run_1/clk_routes.png
Bar = 20 um.
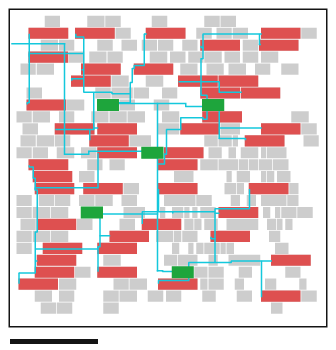
run_1/layer_met3.png
Bar = 20 um.
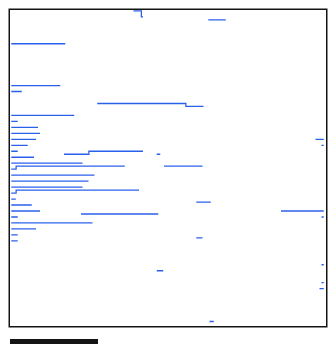
run_1/detail.png
Window x 16 to 56, y 2 to 42 um. Cells in gray, sequential cells in the stronger gray; small squares are vias.
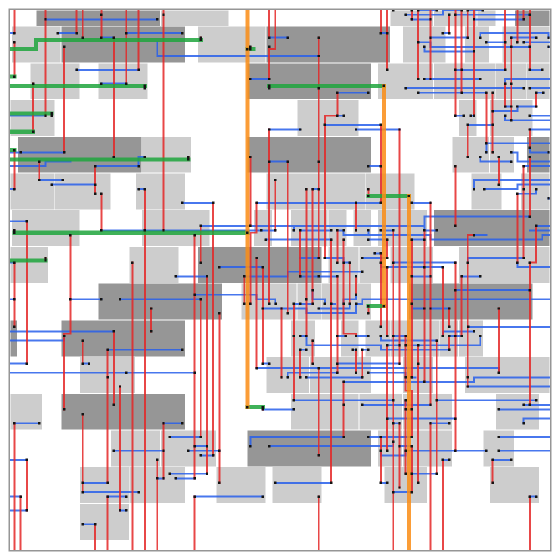
run_1/wires.png
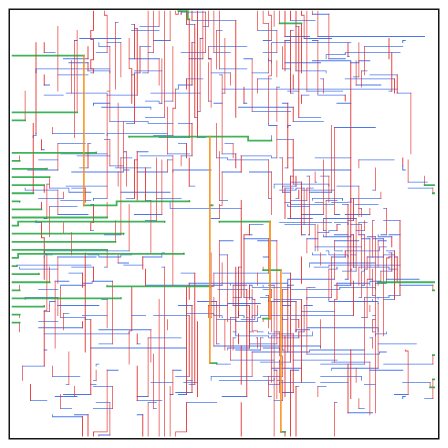
## config.mk

```make
export PLATFORM = sky130hd
export DESIGN_NAME = fifo_burst_reader
export DESIGN_NICKNAME = d
export VERILOG_FILES = /design/src/rtl/fifo_burst_reader.sv
export SDC_FILE = /design/constraint.sdc
export NUM_CORES = 1
export LEC_CHECK = 0
export CAP_MARGIN = 10
export CORE_UTILIZATION = 41
export DETAILED_ROUTE_END_ITERATION = 8
export GPL_TIMING_DRIVEN = 0
export PLACE_DENSITY_LB_ADDON = 0.08
export SYNTH_ARGS = -nofsm -noshare
export SYNTH_HDL_FRONTEND = slang
export SYNTH_SLANG_ARGS = --single-unit
```

## constraint.sdc

```tcl
create_clock -name Clk -period 3.3 [get_ports Clk]
set_input_delay 0.66 -clock Clk [delete_from_list [all_inputs] [get_ports Clk]]
set_output_delay 0.66 -clock Clk [all_outputs]
set_load 0.01 [all_outputs]
```

## src/rtl/fifo_burst_reader.sv

```systemverilog
// Burst read controller for the 32-bit x 4 synchronous FIFO. It drains the FIFO
// onto a valid/ready stream, starting on full or after a partial-fill timeout.
module fifo_burst_reader #(
    parameter int FWIDTH    = 32,
    parameter int BURST_LEN = 4,
    parameter int TIMEOUT   = 16
) (
    input  logic              Clk,
    input  logic              RstN,
    input  logic              En,
    input  logic [FWIDTH-1:0] F_Data,
    input  logic              F_EmptyN,
    input  logic              F_FullN,
    input  logic              F_FirstN,
    output logic              FOutN,
    output logic [FWIDTH-1:0] Out_Data,
    output logic              Out_Valid,
    input  logic              Out_Ready,
    output logic              Out_Last,
    output logic              Abort,
    output logic              Busy
);

    // state | meaning
    // IDLE  | no burst; waits for data with En=1
    // WAIT  | FIFO partially filled; timer runs until full or timeout
    // BURST | popping words onto the output stream
    typedef enum logic [1:0] {S_IDLE, S_WAIT, S_BURST} state_t;

    localparam int TW = $clog2(TIMEOUT + 1);
    localparam int CW = $clog2(BURST_LEN + 1);
    localparam logic [TW-1:0] TIMER_MAX = TW'(TIMEOUT);
    localparam logic [TW-1:0] TIMER_EXP = TW'(TIMEOUT - 1);
    localparam logic [CW-1:0] LAST_CNT  = CW'(BURST_LEN - 1);

    state_t            r_state;
    logic [TW-1:0]     r_timer;
    logic [CW-1:0]     r_count;
    logic [FWIDTH-1:0] r_out_data;
    logic              r_out_valid;
    logic              r_out_last;
    logic              r_abort;

    logic w_pop;
    logic w_last;

    assign w_pop  = (r_state == S_BURST) && F_EmptyN && (!r_out_valid || Out_Ready);
    assign w_last = (r_count == LAST_CNT) || !F_FirstN;

    assign FOutN     = !w_pop;
    assign Out_Data  = r_out_data;
    assign Out_Valid = r_out_valid;
    assign Out_Last  = r_out_last;
    assign Abort     = r_abort;
    assign Busy      = (r_state != S_IDLE) || r_out_valid;

    always_ff @(posedge Clk or negedge RstN) begin
        if (!RstN) begin
            r_state     <= S_IDLE;
            r_timer     <= '0;
            r_count     <= '0;
            r_out_data  <= '0;
            r_out_valid <= 1'b0;
            r_out_last  <= 1'b0;
            r_abort     <= 1'b0;
        end else begin
            r_abort <= 1'b0;

            // A pop refills the output register even in the accept cycle.
            if (w_pop) begin
                r_out_data  <= F_Data;
                r_out_valid <= 1'b1;
                r_out_last  <= w_last;
            end else if (r_out_valid && Out_Ready) begin
                r_out_valid <= 1'b0;
                r_out_last  <= 1'b0;
            end

            case (r_state)
                S_IDLE: begin
                    if (En && F_EmptyN) begin
                        if (!F_FullN) begin
                            r_state <= S_BURST;
                            r_count <= '0;
                        end else begin
                            r_state <= S_WAIT;
                            r_timer <= '0;
                        end
                    end
                end
                S_WAIT: begin
                    if (r_timer != TIMER_MAX)
                        r_timer <= r_timer + TW'(1);
                    if (!En || !F_EmptyN) begin
                        r_state <= S_IDLE;
                    end else if (!F_FullN || (r_timer == TIMER_EXP)) begin
                        r_state <= S_BURST;
                        r_count <= '0;
                    end
                end
                S_BURST: begin
                    if (w_pop) begin
                        r_count <= r_count + CW'(1);
                        if (w_last)
                            r_state <= S_IDLE;
                    end else if (!F_EmptyN) begin
                        // FIFO was cleared under us before the last word.
                        r_abort <= 1'b1;
                        r_state <= S_IDLE;
                    end
                end
                default: r_state <= S_IDLE;
            endcase
        end
    end

endmodule

```

==> results.yml, run 1 <==
# yosys + openroad results
critical_path:
  ff2ff_path_depth: 6
  path_cells: "clkdlybuf4s50_1 > nand3b_4 > nor2_8 > inv_1 > clkdlybuf4s50_1"
  cp_num_cells: 5
  cp_num_buf_inv: 3
  timing.rr.start: "r_timer[0]"
  cp_top_family: "buffers and inverters"
  cp_slowest_cell: "clkdlybuf4s50_1"
  max_stage_delay_ns: 0.62
  regToRegEndpoint: "r_count[0]"
  cp.arrival_ns: 2.21
  critPathCaptureType: "output pin"
  cp_max_fo: 7
  crit_top_cell: "clkdlybuf4s50_1"
  crit_required_ns: 2.64
  worstSetupPathType: "primary input to output pin"
  startpoint: "F_EmptyN"
logic_synthesis:
  syn-cell-area_mm2: 0.002006
  ys.flop_type: "dfrtp_1"
  ys_types: 41
  fp_nets: 186
  top_area_cell: "dfrtp_1"
  yosysSeqAreaShare_pct: 56.14
  yosysCellCount: 142
  netlist_logic_family_top: "multiplexers"
  synth-seq-cells: 45
  netlist_instances: 142
  yosysChipArea_mm2: 0.002006
  synth-simple-area-share_pct: 9.545
  compound_area_share_pct: 8.110
  synth-adder-area-share_pct: 3.119
  topCellsByArea: "dfrtp_1 (56%), mux2_2 (19%), ha_1 (3.1%)"
  ys_warn_count: 0
  async_reset_ff_share_pct: 100.0
  edf_count: 0
  top_area_share_pct: 56.14
  ys_sh_xor_pct: 0.4367
  syn_avg_cell_area_um2: 14.12
finish:
  fin_util_pct: 62.36
  fin_area_mm2: 0.002945
  drive_gt1_share_pct: 24.89
  fin_cells: 292
  fillers: 374
  fin_nets: 269
power:
  power_switching_uw: 651.3
  p_int_uw: 1567
  ir_worst_vdd_mv: 0.4216
  p_clk_uw: 340
  clkPwrFrac_pct: 15.4
  switching_share_pct: 29.37
  p_seq_share_pct: 41.8
  power.share.combinational_pct: 42.8
  p_comb_uw: 950
  power_uw: 2218
  seq_power_uw: 927
  leakagePower_uw: 0.001249
drt:
  vias: 1466
  ant_nets: 0
  vias_per_cell: 5.021
  first_pass_iters: 4
  drt-total-wl_mm: 4.224
  wire_per_inst_um: 14.47
  drt_first_iter_violations: 81
  drc: 0
place:
  finalWeightedCongestion: 0.7720
  port_buffers: 75
  dp_cells: 285
  place_area_mm2: 0.002855
  pre_cts_ws_ns: 0.4047
clock_tree:
  clock_sinks: 45
  cts_tree: "done"
  cts_hold_buffers: 0
  post_cts_buffers: 0
  clock_path_buffers: 2
  clock_latency_ns: 0.29
  cts_root_buf: "clkbuf_8"
  ctsResizeCount: 0
  cts-htree-levels: 2
  cts_made_buffers: 5
floorplanning:
  fp-utilization_pct: 42.46
  core-area_mm2: 0.004723
  io_pins: 76
  die_x_um: 71.94
  core.rowCount: 25
final_timing:
  maxSlewViolCount: 0
  finalSetupViolations: 0
  max_clock_freq_mhz: 348.8
  fin_crit_ns: 2.867
  hold_viol: 0
  slew_headroom_pct: 74.27
  worst_slack_ns: 0.4332
  rsz0062_at_grt: "false"
  setup_tns_ns: 0
  timing.final.crit_share_pct: 86.87
global_routing:
  grt_pass1_wl_mm: 7.010
  antenna_found_initial: 0
  track_usage_pct: 17.97
  gr-total-overflow: 0
  grt_pass1_vias: 1552
status:
  outcome: "completed"
flow_run:
  warnings: 27
Back to the opening pictures, clk_routes.png:
green -> clock drivers  # count 5
red -> flip-flops  # count 45
cyan -> clock wires  # length 523 um
routed clock nets = 6
flops lie = widely spread

Back to the opening pictures, layer_met3.png:
share of all routed wire = 7.6%
longest straight run = 27.8 um
nets with wire on the layer = 37
wire length on this layer = 323 um
main direction = horizontal

Back to the opening pictures, detail.png:
green -> metal 3
red -> metal 2
blue -> metal 1
orange -> metal 4
most frequent = clkdlybuf4s50_1 (20), dfrtp_1 (12), mux2_2 (5)
sequential cells in the window = 12
netlist names of flops here include = Out_Data (6), r_count (3)
cells with their middle in the window = 81

Back to the opening pictures, wires.png:
blue -> metal 1  # wire length 1620 um
red -> metal 2  # wire length 2170 um
green -> metal 3  # wire length 323 um
orange -> metal 4  # wire length 107 um

run 1: synth_stat cells, types with 2 or more instances:
cell type	count
o22a_1	2
ha_1	5
nor3_1	3
mux2_2	33
and2_1	2
a22o_1	2
a21oi_1	4
clkbuf_8	3
dfrtp_1	45
nand2_1	5
nor2b_1	2
inv_1	5
o21ai_0	2
nand2b_1	2
run 1: flip-flops by register name (all words and copies together), names as in the netlist:
register   flops
r_timer        5
r_count        3
Out_Last       1
Out_Data      32
Out_Valid      1
r_state        2
Abort          1
run 1: placed cells by master (no fill, tap or decap), drive strengths merged, types with 3 or more instances in the layout:
master / n
dfrtp: 45
inv: 5
ha: 5
clkdlybuf4s50: 74
buf: 4
clkbuf: 9
and2: 3
nand2: 5
mux2: 33
a21oi: 4
nor3: 3
run 1: worst reg2reg max path, stage by stage, from the launching register on:
cell and delay, ns:
dfrtp_1 0.42, ha_1 0.23, and3_1 0.19, ha_1 0.19
a21bo_2 0.22, a21oi_1 0.27, a221o_1 0.23
run 1: layout make-up:
cell class                 instances  area, um^2  area share (%)
clock buffer                       6       82.58           2.804
inverter                           5       18.77          0.6372
timing repair buffer              76       765.7           26.00
sequential                        45        1126           38.23
tap                               67       83.83           2.846
buffer                             5       53.80           1.827
clock inverter                     1       7.507          0.2549
multi-input combinational         87       807.0           27.40
run 1: routing by layer:
layer / global-route usage, % / part of all wire [%] / up-vias
li1: - / - / 678
met1: 19.19 / 38 / 733
met2: 30.92 / 51 / 45
met3: 7.778 / 7.6 / 10
met4: 8.061 / 2.5 / 0
met5: 0 / 0 / -
run 1: cell families after synthesis:
kind of cell,count (synthesis)
flops,45
buf+inv,10
fa+ha+maj,5
xor+xnor,1
compound gates,20
mux,34
simple gates,27
## Run 2: what changed since run 1
--- a/config.mk
+++ b/config.mk
@@ -10,6 +10,7 @@
 export DETAILED_ROUTE_END_ITERATION = 8
 export GPL_TIMING_DRIVEN = 0
 export PLACE_DENSITY_LB_ADDON = 0.08
+export SLEW_MARGIN = 10
 export SYNTH_ARGS = -nofsm -noshare
 export SYNTH_HDL_FRONTEND = slang
 export SYNTH_SLANG_ARGS = --single-unit
==> constraint.sdc (replaced) <==
create_clock -name Clk -period 3.3 [get_ports Clk]
set_input_delay 0.66 -clock Clk [delete_from_list [all_inputs] [get_ports Clk]]
set_output_delay 0.66 -clock Clk [all_outputs]
set_load 0.05 [all_outputs]
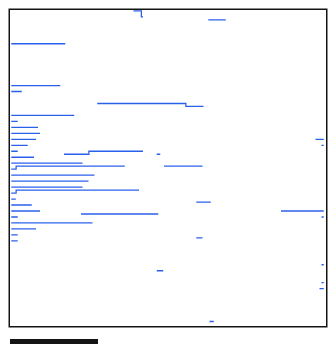
run_2/layer_met3.png
Bar = 20 um.
longest straight run = 27.8 um
wire length on this layer = 323 um
main direction = horizontal

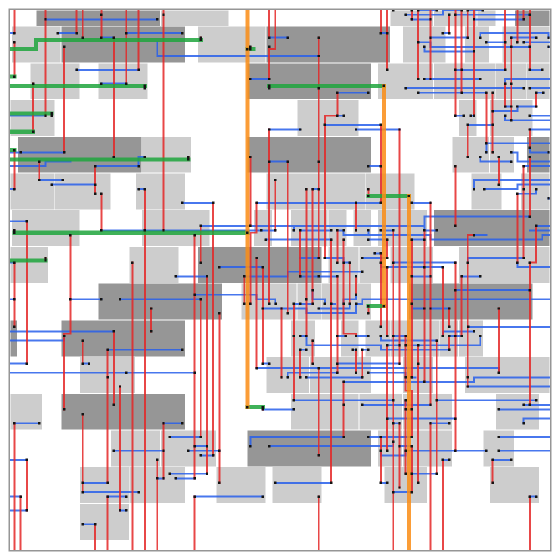
run_2/detail.png
Window x 16 to 56, y 2 to 42 um. Cells in gray, sequential cells in the stronger gray; small squares are vias.
green -> metal 3
orange -> metal 4
blue -> metal 1
red -> metal 2
netlist names of flops here include = Out_Data (6), r_count (3)
sequential cells in the window = 12
most frequent = clkdlybuf4s50_1 (20), dfrtp_1 (12), mux2_2 (5)
cells with their middle in the window = 81

==> run 2 against run 1 <==
  * Combinational power grew 68%
  * Hold slack is the same
  * Final cell count is the same
  * Critical path depth is the same
  * Critical endpoint unchanged
==> results.yml, run 2 <==
# yosys + openroad results
status:
  outcome: "completed"
finish:
  fin_cells: 292
  lay_top_cells: "clkdlybuf4s50_1 (74), dfrtp_1 (45), mux2_2 (33), clkbuf_8 (9)"
  n_antenna_cell: 0
  drive_gt1_share_pct: 24.89
  fin_nets: 269
place:
  port_buffers: 75
  finalWeightedCongestion: 0.7720
  dp_cells: 285
logic_synthesis:
  synth-simple-area-share_pct: 9.545
  edf_count: 0
  common_cells: "dfrtp_1 (45), mux2_2 (33), ha_1 (5), inv_1 (5), nand2_1 (5)"
  synth-adder-area-share_pct: 3.119
  yosysSeqAreaShare_pct: 56.14
  async_reset_ff_share_pct: 100.0
  compound_area_share_pct: 8.110
  ys.flop_type: "dfrtp_1"
  ys_warn_count: 0
  netlist_logic_family_top: "multiplexers"
  yosysCellCount: 142
  syn-cell-area_mm2: 0.002006
  yosysChipArea_mm2: 0.002006
  syn_avg_cell_area_um2: 14.12
  yosysMostFrequentCell: "dfrtp_1"
  ys_types: 41
  ys_sh_xor_pct: 0.4367
  synth-seq-cells: 45
  top_area_cell: "dfrtp_1"
  topCellsByArea: "dfrtp_1 (56%), mux2_2 (19%), ha_1 (3.1%)"
  netlist_instances: 142
global_routing:
  grt_pass1_vias: 1552
  grt_pass1_wl_mm: 7.010
  track_usage_pct: 17.97
  antenna_found_initial: 0
  gr-total-overflow: 0
final_timing:
  max_clock_freq_mhz: 323.6
  timing.final.crit_share_pct: 93.64
  fin_crit_ns: 3.090
  hold_viol: 0
  setup_tns_ns: 0
  finalSetupViolations: 0
  slew_headroom_pct: 64.37
drt:
  drc: 0
  drt_first_iter_violations: 81
  ant_nets: 0
  drt-total-wl_mm: 4.224
  first_pass_iters: 4
  vias: 1466
  vias_per_cell: 5.021
  wire_per_inst_um: 14.47
critical_path:
  cp_max_fo: 7
  ff2ff_path_depth: 6
  cp.arrival_ns: 2.43
  crit_required_ns: 2.64
  critPathCaptureType: "output pin"
  regToRegEndpoint: "r_count[0]"
  worstSetupPathType: "primary input to output pin"
  timing.rr.start: "r_timer[0]"
clock_tree:
  clock_latency_ns: 0.29
  clock_sinks: 45
  ctsResizeCount: 0
  cts_tree: "done"
  post_cts_buffers: 0
  cts_made_buffers: 5
  cts_hold_buffers: 0
  cts-htree-levels: 2
  clock_path_buffers: 2
  cts_root_buf: "clkbuf_8"
floorplanning:
  core.rowCount: 25
  core-area_mm2: 0.004723
  io_pins: 76
  fp-utilization_pct: 42.46
  die_x_um: 71.94
power:
  ir_worst_vdd_mv: 0.6504
  leakagePower_uw: 0.001249
  power_per_cell_area_mw_per_mm2: 974.2
flow_run:
  warnings: 27
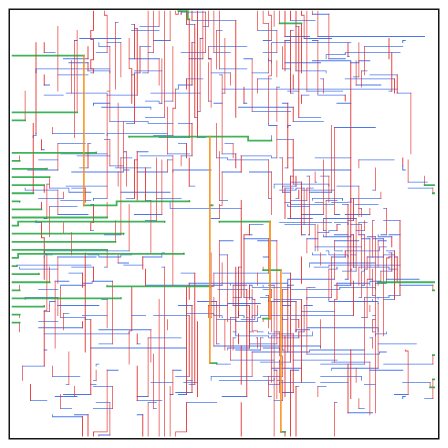
run_2/wires.png
green -> metal 3  # wire length 323 um
blue -> metal 1  # wire length 1620 um
red -> metal 2  # wire length 2170 um
orange -> metal 4  # wire length 107 um

==> run 2: worst max-delay path by stage <==
stage,start,end,depth (start not counted)
2_1_floorplan,Out_Valid,FOutN,3
3_3_place_gp,F_EmptyN,FOutN,5
5_1_grt,F_EmptyN,FOutN,5
3_5_place_dp,F_EmptyN,FOutN,5
6_report,F_EmptyN,FOutN,5
4_1_cts,F_EmptyN,FOutN,5
==> run 2: layout make-up <==
class                   instances  area, um^2
well taps                      67       83.83
repair buffers                 76       765.7
plain buffers                   5       53.80
flip-flops and latches         45        1126
clock inverters                 1       7.507
fillers                       374        1778
inverters                       5       18.77
clock buffers                   6       82.58
multi-input cells              87       807.0
==> run 2: per-stage QoR <==
| stage | total power (uW) | setup WS (ns) | util, % | hold slack [ns] | instance area [um^2] |
|---|---|---|---|---|---|
| floorplan | 1973 | 1.320 | - | 0.3644 | 2006 |
| global placement | 2505 | 0.2375 | 60.13 | 0.4887 | 2840 |
| finish | 2869 | 0.2098 | 62.36 | 0.2769 | 2945 |
| global route | 3006 | 0.1198 | 62.36 | 0.2880 | 2945 |
| CTS | 2903 | 0.1889 | 62.36 | 0.2776 | 2945 |
| detailed placement | 2548 | 0.1817 | 60.45 | 0.4941 | 2855 |
==> run 2: layer usage <==
layer	track usage [%]	wire length [um]	vias to the layer above
met5	0	0	-
met4	8.061	106	0
met3	7.778	322	10
met2	30.92	2171	45
met1	19.19	1624	733
li1	-	-	678
==> run 2: power by group <==
part,leakage (uW),total (uW),internal (uW),switching [uW]
Sequential,0.000554,927,788,139
Clock,0.0000433,340,165,175
Combinational,0.000652,1600,610,991
==> run 2: worst max-delay path, stage by stage <==
cell,delay [ns]
clkdlybuf4s50_1,0.62
nand3b_4,0.17
nor2_8,0.19
inv_1,0.09
clkdlybuf4s50_1,0.70
Power is estimated from default activity; no workload was simulated.
